File: config.mk
export PLATFORM = sky130hd
export DESIGN_NAME = fetch_stage
export DESIGN_NICKNAME = d
export VERILOG_FILES = /design/src/rtl/fetch_pkg.sv /design/src/rtl/fetch_buffer.sv /design/src/rtl/fetch_stage.sv
export SDC_FILE = /design/constraint.sdc
export NUM_CORES = 1
export LEC_CHECK = 0
export CAP_MARGIN = 20
export CORE_UTILIZATION = 24
export CTS_CLUSTER_DIAMETER = 30
export DETAILED_ROUTE_END_ITERATION = 8
export PLACE_DENSITY = 0.46
export SLEW_MARGIN = 30
export SYNTH_ARGS = -nofsm -noshare
export SYNTH_HDL_FRONTEND = slang
export SYNTH_SLANG_ARGS = --single-unit
export TNS_END_PERCENT = 100
File: constraint.sdc
create_clock -name clk -period 2.33 [get_ports clk]
set_input_delay 0.699 -clock clk [delete_from_list [all_inputs] [get_ports clk]]
set_output_delay 0.699 -clock clk [all_outputs]
set_load 0.05 [all_outputs]
File: src/rtl/fetch_pkg.sv
// Definitions shared by the fetch and decode stages: default widths,
// the bubble instruction encoding and the fetch FSM state type.
package fetch_pkg;

  localparam int IW_DEF = 20;
  localparam int PW_DEF = 15;

  localparam logic [IW_DEF-1:0] NOP_INSTR = 20'h00000;

  typedef enum logic [1:0] {
    IDLE = 2'd0,
    REQ  = 2'd1,
    WAIT = 2'd2,
    HOLD = 2'd3
  } fetch_state_t;

endpackage

File: src/rtl/fetch_buffer.sv
// One-entry instruction/PC holding register that parks an acked
// instruction while Decode is stalled; load has priority over clear.
module fetch_buffer
  import fetch_pkg::*;
#(
  parameter int IW = IW_DEF,
  parameter int PW = PW_DEF
) (
  input  logic          clk,
  input  logic          rst_n,
  input  logic          load_i,
  input  logic          clear_i,
  input  logic [IW-1:0] instr_i,
  input  logic [PW-1:0] pc_i,
  output logic [IW-1:0] instr_o,
  output logic [PW-1:0] pc_o
);

  logic [IW-1:0] instr_q, instr_d;
  logic [PW-1:0] pc_q, pc_d;

  always_comb begin
    instr_d = instr_q;
    pc_d    = pc_q;
    if (load_i) begin
      instr_d = instr_i;
      pc_d    = pc_i;
    end else if (clear_i) begin
      instr_d = '0;
      pc_d    = '0;
    end
  end

  always_ff @(posedge clk or negedge rst_n) begin
    if (!rst_n) begin
      instr_q <= '0;
      pc_q    <= '0;
    end else begin
      instr_q <= instr_d;
      pc_q    <= pc_d;
    end
  end

  assign instr_o = instr_q;
  assign pc_o    = pc_q;

endmodule

File: src/rtl/fetch_stage.sv
// Instruction-fetch stage: owns the PC, keeps at most one memory request in
// flight and drives the IF/ID register under stall, flush and redirect.
module fetch_stage
  import fetch_pkg::*;
#(
  parameter int            IW       = IW_DEF,
  parameter int            PW       = PW_DEF,
  parameter logic [PW-1:0] RESET_PC = '0
) (
  input  logic          clk,
  input  logic          reset,
  input  logic          StallD,
  input  logic          FlushD,
  input  logic          PCSrcE,
  input  logic [PW-1:0] PCTargetE,
  output logic          imem_req,
  output logic [PW-1:0] imem_addr,
  input  logic          imem_ack,
  input  logic [IW-1:0] imem_rdata,
  output logic [IW-1:0] InstrD,
  output logic [PW-1:0] PCD,
  output logic          ValidD
);

  fetch_state_t  state_q, state_d;
  logic [PW-1:0] pc_q, pc_d;
  logic          discard_q, discard_d;
  logic [IW-1:0] instr_q, instr_d;
  logic [PW-1:0] pcd_q, pcd_d;
  logic          valid_q, valid_d;

  logic          in_req, in_wait, in_hold;
  logic          ack_take, ack_keep;
  logic          buf_load, buf_clear;
  logic          wait_fresh, hold_fresh, fresh_vld;
  logic [IW-1:0] buf_instr, fresh_instr;
  logic [PW-1:0] buf_pc, fresh_pc;

  assign in_req  = (state_q == REQ);
  assign in_wait = (state_q == WAIT);
  assign in_hold = (state_q == HOLD);

  // Acks are only meaningful in WAIT; a stale (discarded) or redirected one is dropped.
  assign ack_take   = in_wait && imem_ack;
  assign ack_keep   = ack_take && !discard_q && !PCSrcE;
  assign buf_load   = ack_keep && StallD;
  assign wait_fresh = ack_keep && !StallD;
  assign hold_fresh = in_hold && !PCSrcE && !StallD;
  assign buf_clear  = in_hold && (PCSrcE || !StallD);
  assign fresh_vld  = wait_fresh || hold_fresh;

  assign fresh_instr = hold_fresh ? buf_instr : imem_rdata;
  assign fresh_pc    = hold_fresh ? buf_pc    : pc_q;

  always_ff @(posedge clk or negedge reset) begin
    if (!reset) begin
      state_q <= IDLE;
    end else begin
      state_q <= state_d;
    end
  end

  always_comb begin
    state_d = state_q;
    case (state_q)
      IDLE: state_d = REQ;
      REQ:  state_d = WAIT;
      WAIT: begin
        if (imem_ack) begin
          state_d = buf_load ? HOLD : REQ;
        end
      end
      HOLD: begin
        if (PCSrcE || !StallD) begin
          state_d = REQ;
        end
      end
      default: state_d = IDLE;
    endcase
  end

  always_comb begin
    imem_req  = in_req;
    imem_addr = pc_q;
  end

  // A redirect always wins the PC, even while Decode is stalled.
  always_comb begin
    pc_d      = pc_q;
    discard_d = discard_q;
    if (PCSrcE) begin
      pc_d = PCTargetE;
    end else if (fresh_vld) begin
      pc_d = pc_q + PW'(1);
    end
    if (ack_take) begin
      discard_d = 1'b0;
    end else if (PCSrcE && (in_req || in_wait)) begin
      discard_d = 1'b1;
    end
  end

  // Decode samples every cycle, so anything other than hold or a fresh load is a bubble.
  always_comb begin
    instr_d = IW'(NOP_INSTR);
    pcd_d   = '0;
    valid_d = 1'b0;
    if (FlushD) begin
      instr_d = IW'(NOP_INSTR);
      pcd_d   = '0;
      valid_d = 1'b0;
    end else if (StallD) begin
      instr_d = instr_q;
      pcd_d   = pcd_q;
      valid_d = valid_q;
    end else if (fresh_vld) begin
      instr_d = fresh_instr;
      pcd_d   = fresh_pc;
      valid_d = 1'b1;
    end
  end

  always_ff @(posedge clk or negedge reset) begin
    if (!reset) begin
      pc_q      <= RESET_PC;
      discard_q <= 1'b0;
      instr_q   <= '0;
      pcd_q     <= '0;
      valid_q   <= 1'b0;
    end else begin
      pc_q      <= pc_d;
      discard_q <= discard_d;
      instr_q   <= instr_d;
      pcd_q     <= pcd_d;
      valid_q   <= valid_d;
    end
  end

  fetch_buffer #(
    .IW (IW),
    .PW (PW)
  ) u_buf (
    .clk     (clk),
    .rst_n   (reset),
    .load_i  (buf_load),
    .clear_i (buf_clear),
    .instr_i (imem_rdata),
    .pc_i    (pc_q),
    .instr_o (buf_instr),
    .pc_o    (buf_pc)
  );

  assign InstrD = instr_q;
  assign PCD    = pcd_q;
  assign ValidD = valid_q;

endmodule

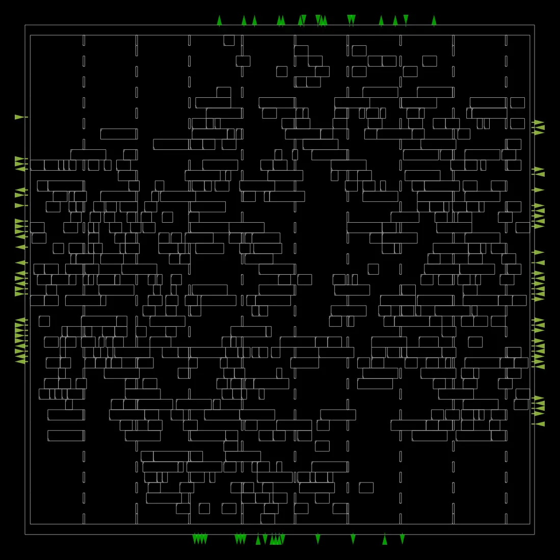
Run 1: placed standard cells
Core Region: 16700 um2
Final Core Density: 34.1%
Filler cells: 1694

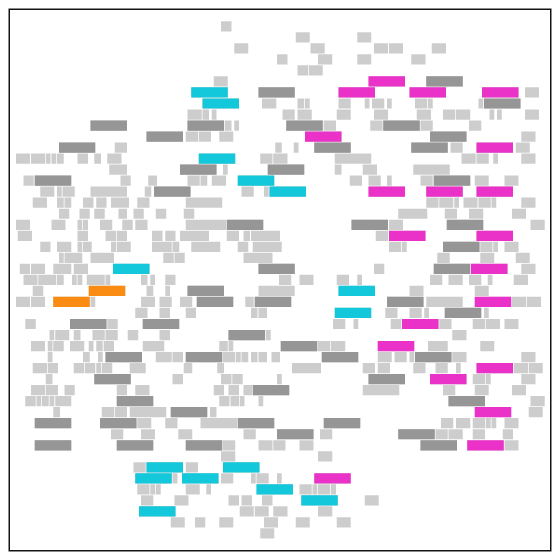
Run 1: sequential cells coloured by netlist name
Other sequential cells in the stronger grey, the rest of the logic in the fainter grey.
[cyan] `PCD` | sequential cells: 15
[magenta] `InstrD` | sequential cells: 20
[orange] `state_q` | sequential cells: 2
not coloured: 52

==> run summary, run 1 <==
flow finished, numbers: outcome complete, no violations, final-layout non-clock buffer area share 20.6%, fraction of layout cells with a size suffix above 1 22.5%, Largest stage delay, worst path 0.82 ns, worst-path fanout max 2, total track usage 13.2%, type of origin of the critical path flop, Setup-failing EPs final 0, clock slew at reported path FFs 0.07 ns, Largest Pwr Group registers, multi-input gates 233, mean post-synth cell area 11.6 um2, n_taps 220, Cell Area, Placed 5410 um2, wire length on met2 5040 um, port bufs 92, Yosys cell types 41, Area Overhead vs Synth 37.8%, clk sink count 89, register area 2230 um2, antenna-violating nets left 0, number of enable flip-flop cells 0, Worst EP required 1.63 ns, Tcrit/Tclk final 95.9%, XOR/XNOR Area Share 1.27%, dominant logic cell type in the layout dfrtp_1, clock share of power 34.6%, Gate Count Post-Synth 355, clkbuf count 10, r2r startpoint state_q[0], synthesized flop and latch total 89, Die Footprint 17700 um2, dominant cell type by area after synthesis dfrtp_1, Ports 93, first-pass GRT wire length 17800 um, remaining routing DRC violations 0, Avg WL per Cell 16.3 um, RR Endpoint u_buf.instr_o[17], CTS tree done, Async S/R FF share, synth 100%, logic share of the area 30.0%, Commonest flop dfrtp_1, post-route setup slack 0.0949 ns, Chip Height 133 um, Fin Hold WS 0.315 ns, Hold Buf Count CTS 0, Post-DP HPWL 7570 um, Pre-Place Util 24.7%, post-cts sizing count 0, Final Net Count 504, Hold Crit Class in -> async, r2r worst-path depth 7, count leader, synth dfrtp_1, TNS Setup 0 ns, Leak Pwr 0.00243 uW, synthesized area 4130 um2, top cells by count dfrtp_1, nand2_1, mux2i_1, a22o_1, o21ai_2, met1 wire length 5340 um, CP Launch Point PCD[14], Max-area cell class registers, relative slew slack 55.7%, pre-CTS setup slack -0.201 ns, yosys adder share 1.51%, vias 3136, worst vdd ir 0.000446 V, Synth Seq Share 53.9%, pin count of the biggest net entering global routing 37, logic area 1710 um2, CP max-delay cell clkdlybuf4s50_1, GRT busiest layer met2, critical path endpoint category output pin, Simple-Gate Area Share 9.17%
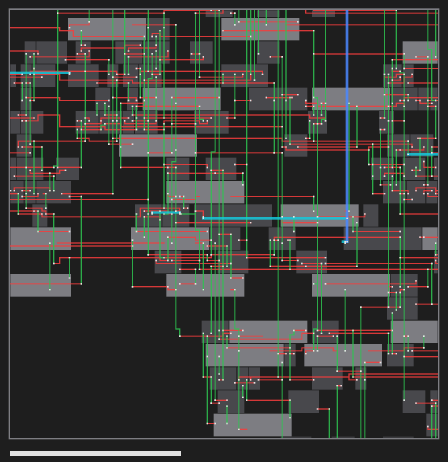
Run 1: a small window of the routed layout
Bar = 20 um. Region (8, 8) to (58, 58) um. Cells in grey, sequential cells in the stronger grey; small squares are vias.
[red] M1
[cyan] M3
[green] M2
[blue] M4
sequential cells in the window: 17
netlist names of flops here include: `imem_addr` (6), `u_buf.pc_o` (6), `PCD` (5)
most frequent: dfrtp_1 (17), nand2_1 (11), buf_4 (7)
cells with their middle in the window: 91

--- run 2 (diff from run 1) ---
--- a/config.mk
+++ b/config.mk
@@ -10,6 +10,7 @@
 export CTS_CLUSTER_DIAMETER = 30
 export DETAILED_ROUTE_END_ITERATION = 8
 export PLACE_DENSITY = 0.46
+export SKIP_LAST_GASP = 1
 export SLEW_MARGIN = 30
 export SYNTH_ARGS = -nofsm -noshare
 export SYNTH_HDL_FRONTEND = slang
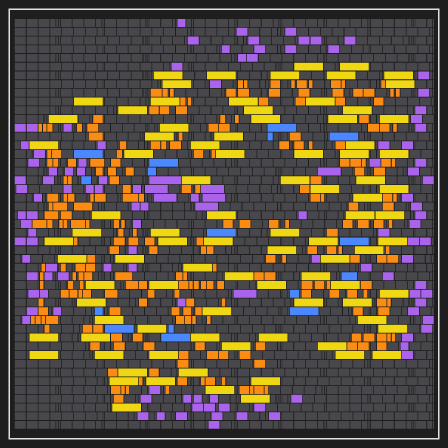
Run 2: cell classes on the final placement
Fill, decap, tap and diode cells in grey.
[orange] remaining logic cells | cells: 240
[yellow] registers | cells: 89
[blue] clock drivers and dummy loads | cells: 16
[purple] remaining buffers and delay cells | cells: 118

==> run 2 against run 1 <==
Setup slack is the same; core utilization unchanged; cell count stayed put; global-route usage unchanged; synthesized cell count is the same; first-iteration DRC count unchanged; combinational power about the same; clock skew is the same; total power stayed put; hold slack is the same; critical endpoint unchanged.
==> run summary, run 2 <==
flow finished, numbers: outcome complete, no violations, fraction of layout cells with a size suffix above 1 22.5%, Die Footprint 17700 um2, Core Region 16700 um2, dominant logic cell type in the layout dfrtp_1, port bufs 92, critical path endpoint category output pin, Hold Buf Count CTS 0, Commonest flop dfrtp_1, pre-CTS setup slack -0.201 ns, ant diodes 0, worst-path fanout max 2, logic share of the area 30.0%, Synth Seq Share 53.9%, Leak Pwr 0.00243 uW, first-pass GRT wire length 17800 um, Simple-Gate Area Share 9.17%, Filler cells 1694, clock share of power 34.6%, Pwr Density 706 nW/um2, number of enable flip-flop cells 0, Logic family by area AND-OR/OR-AND gates, logic area 1710 um2, worst path bufs/invs 1, remaining routing DRC violations 0, XOR/XNOR Area Share 1.27%, Post-DP HPWL 7570 um, multi-input gates 233, mux share 8.96%, clkbuf count 10, synthesized flop and latch total 89, Sequential Power 1770 uW, Fin Hold WS 0.315 ns, Post-Layout Cell Count 683, post-route setup slack 0.0949 ns, RR Endpoint u_buf.instr_o[17], vias 3136, CP max-delay cell clkdlybuf4s50_1, met1 wire length 5340 um, Ports 93, synthesized area 4130 um2, Pre-Place Util 24.7%, Async S/R FF share, synth 100%, relative slew slack 55.7%, Area Overhead vs Synth 37.8%, Hold Crit Class in -> async, top cells by count dfrtp_1, nand2_1, mux2i_1, a22o_1, o21ai_2, worst vdd ir 0.000446 V, Largest Pwr Group registers, Largest stage delay, worst path 0.82 ns, pin count of the biggest net entering global routing 37, Chip Height 133 um, CP Launch Point PCD[14], row cnt 47, Worst EP required 1.63 ns, mean post-synth cell area 11.6 um2, Final Core Density 34.1%, dominant cell type by area after synthesis dfrtp_1, wire length on met2 5040 um, Final Max Slew Viols 0, Setup-failing EPs final 0, post-cts sizing count 0, Switching Fraction 31.3%, CP Cell Sequence clkdlybuf4s50_1, Tcrit/Tclk final 95.9%, r2r worst-path depth 7, antenna-violating nets left 0, final-layout non-clock buffer area share 20.6%, Max-area cell class registers, total track usage 13.2%, r2r startpoint state_q[0], type of origin of the critical path flop, Cell Area, Placed 5410 um2, clock slew at reported path FFs 0.07 ns, GRT busiest layer met2, final-report hold violation count 0, Gate Count Post-Synth 355, count leader, synth dfrtp_1, Final Net Count 504
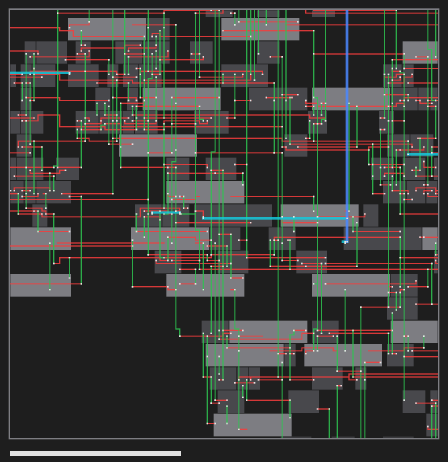
Run 2: a small window of the routed layout
Bar = 20 um. Region (8, 8) to (58, 58) um. Cells in grey, sequential cells in the stronger grey; small squares are vias.
[cyan] M3
[red] M1
[blue] M4
[green] M2
cells with their middle in the window: 91
sequential cells in the window: 17
netlist names of flops here include: `imem_addr` (6), `u_buf.pc_o` (6), `PCD` (5)
most frequent: dfrtp_1 (17), nand2_1 (11), buf_4 (7)

Power is estimated from default activity; no workload was simulated.
